`config.mk`:
```
export PLATFORM = sky130hd
export DESIGN_NAME = lsu_mem_ctrl
export DESIGN_NICKNAME = d
export VERILOG_FILES = /design/src/rtl/lsu_mem_ctrl.sv
export SDC_FILE = /design/constraint.sdc
export NUM_CORES = 1
export LEC_CHECK = 0
export CORE_MARGIN = 4
export CORE_UTILIZATION = 49
export CTS_CLUSTER_DIAMETER = 50
export CTS_CLUSTER_SIZE = 8
export DETAILED_ROUTE_END_ITERATION = 12
export PLACE_DENSITY_LB_ADDON = 0.12
export SYNTH_ARGS = -nofsm -noshare
export SYNTH_HDL_FRONTEND = slang
export SYNTH_SLANG_ARGS = --single-unit
```
`constraint.sdc`:
```
create_clock -name clk_i -period 3 [get_ports clk_i]
set_clock_uncertainty 0.2 [all_clocks]
set_input_delay 0.3 -clock clk_i [delete_from_list [all_inputs] [get_ports clk_i]]
set_output_delay 0.3 -clock clk_i [all_outputs]
set_load 0.05 [all_outputs]
```
`src/rtl/lsu_mem_ctrl.sv`:
```
// Load/store unit front-end for a word-only, big-endian, registered-read data memory.
// Optional `LSU_PERF_CNT_EN adds load/store/error completion counters.
module lsu_mem_ctrl #(
    parameter int unsigned AddrW = 32,
    parameter int unsigned DataW = 32
) (
    input  logic             clk_i,
    input  logic             rst_ni,
    input  logic             req_i,
    input  logic             wr_i,
    input  logic [2:0]       funct3_i,
    input  logic [AddrW-1:0] addr_i,
    input  logic [DataW-1:0] wdata_i,
    output logic             ready_o,
    output logic             done_o,
    output logic             err_o,
    output logic [DataW-1:0] rdata_o,
    output logic [AddrW-1:0] mem_addr_o,
    output logic [DataW-1:0] mem_data_w_o,
    output logic             mem_rw_o,
    input  logic [DataW-1:0] mem_data_r_i
`ifdef LSU_PERF_CNT_EN
    ,
    output logic [31:0]      load_cnt_o,
    output logic [31:0]      store_cnt_o,
    output logic [31:0]      err_cnt_o
`endif
);

    localparam logic [2:0] F3Byte  = 3'b000;
    localparam logic [2:0] F3Half  = 3'b001;
    localparam logic [2:0] F3Word  = 3'b010;
    localparam logic [2:0] F3ByteU = 3'b100;
    localparam logic [2:0] F3HalfU = 3'b101;

    typedef enum logic [2:0] {
        StIdle,
        StRd,
        StRdw,
        StWr,
        StResp
    } state_e;

    state_e           state_q, state_d;
    logic             wr_q, wr_d;
    logic [2:0]       funct3_q, funct3_d;
    logic [DataW-1:0] wdata_q, wdata_d;
    logic             err_q, err_d;
    logic [DataW-1:0] rdata_q, rdata_d;
    logic [AddrW-1:0] mem_addr_q, mem_addr_d;
    logic [DataW-1:0] mem_data_w_q, mem_data_w_d;

    logic             illegal_f3;
    logic             misaligned;
    logic             req_err;
    logic [DataW-1:0] load_ext;
    logic [DataW-1:0] store_merge;

    // Request decode, evaluated on the raw inputs during the accept cycle.
    always_comb begin
        illegal_f3 = (funct3_i == 3'b011) || (funct3_i == 3'b110) || (funct3_i == 3'b111);
        misaligned = ((funct3_i[1:0] == 2'b01) && addr_i[0]) ||
                     ((funct3_i[1:0] == 2'b10) && (addr_i[1:0] != 2'b00));
        req_err    = illegal_f3 || (wr_i && funct3_i[2]) || misaligned;
    end

    // The addressed byte/half always lands in the top of the word (big-endian).
    always_comb begin
        load_ext = mem_data_r_i;
        unique case (funct3_q)
            F3Byte:  load_ext = {{24{mem_data_r_i[31]}}, mem_data_r_i[31:24]};
            F3ByteU: load_ext = {24'h000000, mem_data_r_i[31:24]};
            F3Half:  load_ext = {{16{mem_data_r_i[31]}}, mem_data_r_i[31:16]};
            F3HalfU: load_ext = {16'h0000, mem_data_r_i[31:16]};
            default: load_ext = mem_data_r_i;
        endcase
    end

    always_comb begin
        if (funct3_q == F3Half) begin
            store_merge = {wdata_q[15:0], mem_data_r_i[15:0]};
        end else begin
            store_merge = {wdata_q[7:0], mem_data_r_i[23:0]};
        end
    end

    always_comb begin
        state_d      = state_q;
        wr_d         = wr_q;
        funct3_d     = funct3_q;
        wdata_d      = wdata_q;
        err_d        = err_q;
        rdata_d      = rdata_q;
        mem_addr_d   = mem_addr_q;
        mem_data_w_d = mem_data_w_q;

        unique case (state_q)
            StIdle: begin
                if (req_i) begin
                    wr_d     = wr_i;
                    funct3_d = funct3_i;
                    wdata_d  = wdata_i;
                    err_d    = req_err;
                    if (req_err) begin
                        // Errors never touch the memory bus, so MemAddr keeps its old value.
                        state_d = StResp;
                    end else if (wr_i && (funct3_i == F3Word)) begin
                        state_d      = StWr;
                        mem_addr_d   = addr_i;
                        mem_data_w_d = wdata_i;
                    end else begin
                        state_d    = StRd;
                        mem_addr_d = addr_i;
                    end
                end
            end
            StRd: begin
                state_d = StRdw;
            end
            StRdw: begin
                if (wr_q) begin
                    mem_data_w_d = store_merge;
                    state_d      = StWr;
                end else begin
                    rdata_d = load_ext;
                    state_d = StResp;
                end
            end
            StWr: begin
                state_d = StResp;
            end
            StResp: begin
                state_d = StIdle;
            end
            default: begin
                state_d = StIdle;
            end
        endcase
    end

    always_ff @(posedge clk_i or negedge rst_ni) begin
        if (!rst_ni) begin
            state_q      <= StIdle;
            wr_q         <= 1'b0;
            funct3_q     <= 3'b000;
            wdata_q      <= '0;
            err_q        <= 1'b0;
            rdata_q      <= '0;
            mem_addr_q   <= '0;
            mem_data_w_q <= '0;
        end else begin
            state_q      <= state_d;
            wr_q         <= wr_d;
            funct3_q     <= funct3_d;
            wdata_q      <= wdata_d;
            err_q        <= err_d;
            rdata_q      <= rdata_d;
            mem_addr_q   <= mem_addr_d;
            mem_data_w_q <= mem_data_w_d;
        end
    end

    always_comb begin
        ready_o      = (state_q == StIdle);
        done_o       = (state_q == StResp);
        err_o        = (state_q == StResp) && err_q;
        mem_rw_o     = (state_q == StWr);
        rdata_o      = rdata_q;
        mem_addr_o   = mem_addr_q;
        mem_data_w_o = mem_data_w_q;
    end

`ifdef LSU_PERF_CNT_EN
    logic [31:0] load_cnt_q, load_cnt_d;
    logic [31:0] store_cnt_q, store_cnt_d;
    logic [31:0] err_cnt_q, err_cnt_d;

    always_comb begin
        load_cnt_d  = load_cnt_q;
        store_cnt_d = store_cnt_q;
        err_cnt_d   = err_cnt_q;
        if (state_q == StResp) begin
            if (err_q) begin
                err_cnt_d = err_cnt_q + 32'd1;
            end else if (wr_q) begin
                store_cnt_d = store_cnt_q + 32'd1;
            end else begin
                load_cnt_d = load_cnt_q + 32'd1;
            end
        end
    end

    always_ff @(posedge clk_i or negedge rst_ni) begin
        if (!rst_ni) begin
            load_cnt_q  <= '0;
            store_cnt_q <= '0;
            err_cnt_q   <= '0;
        end else begin
            load_cnt_q  <= load_cnt_d;
            store_cnt_q <= store_cnt_d;
            err_cnt_q   <= err_cnt_d;
        end
    end

    always_comb begin
        load_cnt_o  = load_cnt_q;
        store_cnt_o = store_cnt_q;
        err_cnt_o   = err_cnt_q;
    end
`endif

endmodule

```
metal_density.png
Scale bar: 20 µm. 23 x 23 tiles, from white (low) to dark blue (high), scaled to the fullest tile. Values are wire area over tile area, all layers added.
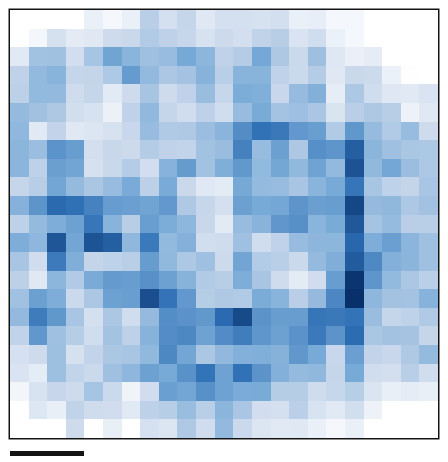
fullest tile: 0.56
tiles over half the peak: 22%
nearly empty tiles: 5.9%

clocks.png
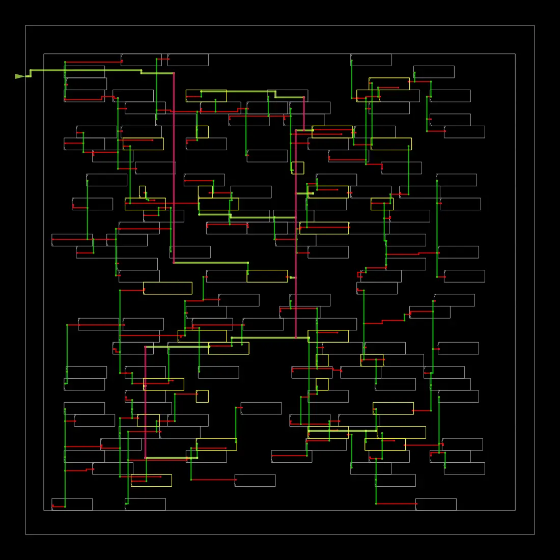
CTS Buf Count: 17
clock buffers: 22
FFs & Latches: 120
Worst-Skew Late Latency: 0.41 ns
clk sinks: 120

layer_met3.png
Cells faint in the background.
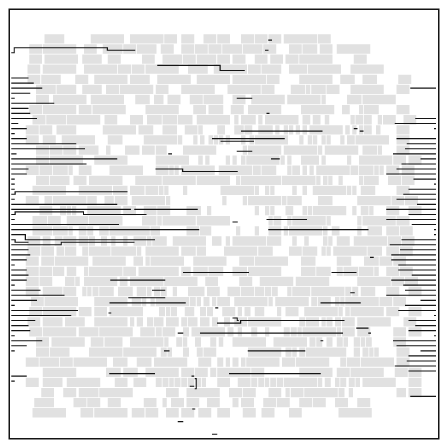
longest straight run: 50.4 µm
wire length on this layer: 1,390 µm
share of all routed wire: 8.8%

clk_routes.png
Scale bar: 20 µm.
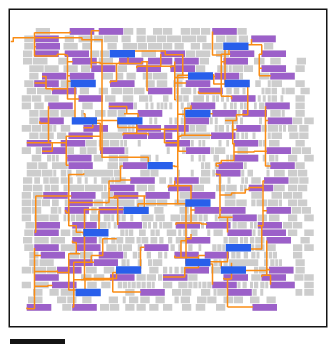
[blue] clock drivers | count: 17
[orange] clock wires | length: 1,490 µm
[purple] flip-flops | count: 120
routed clock nets: 18
flops lie: all over the die

detail.png
Region (38, 38) to (78, 78) µm. Cells in gray, sequential cells in the stronger gray; small squares are vias.
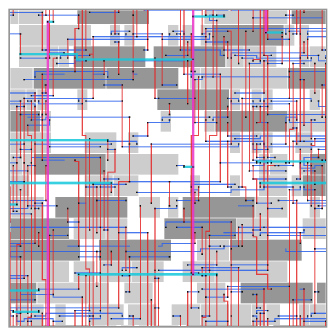
| color | layer |
|---|---|
| red | metal 2 |
| cyan | metal 3 |
| blue | metal 1 |
| magenta | metal 4 |
netlist names of flops here include: wdata_q (8), mem_data_w_o (6), funct3_q (2)
cells with their middle in the window: 100
sequential cells in the window: 18
most frequent: nand2_1 (34), dfrtp_1 (18), mux2_2 (11)

==> summary.txt <==
yosys + openroad results -> Ys Warns=0, Mapped Cells=512, status=finished, final reports clean, Cell Area, Synth=5630 µm², launch point of the worst path=state_q[2], fill count=791, hold path startpoint=wdata_i[9], Clock buffers and inverters, area share=7.80%, Biggest Area Class=flip-flops and latches, I/O Pins=203, OpenROAD warnings=26, hold_ws=0.263 ns, Tap Count=140, fmax=0.366 GHz, total track usage=24.8%, Seq/total area=36.0%, max_slew headroom=27.7%, flops & latches, synth=120, M2 GR Usage=40.5%, Slowest Stage Delay on Critical Path=0.80 ns, WHS Endpoint=wdata_q[9], first drt pass iteration count=5, Clock Power Share=19.8%, register area=3000 µm², pwr dens=1330 nW/µm², Core Region=11,000 µm², die height=115 µm
cells by family after synthesis:
group                  Yosys count  synth area share [%]
AND/OR/NAND/NOR                168                  12.8
flip-flops                     120                  53.3
multiplexers                    95                  20.8
AND-OR/OR-AND                   91                  8.75
buffers and inverters           38                  4.31
worst reg2reg max path, cell delays in order, from the launching register on:
cell and delay, ns:
dfrtp_1 0.58, nor3_1 0.15, a21oi_4 0.83, mux2_2 0.44
through the flow:
| stage | util [%] | power, µW |
|---|---|---|
| floorplan | - | 7000 |
| global placement | 69.6 | 8800 |
| detailed placement | 69.6 | 8930 |
| CTS | 75.6 | 11200 |
| global route | 75.6 | 11600 |
| finish | 75.6 | 11100 |
Power is estimated from default activity; no workload was simulated.
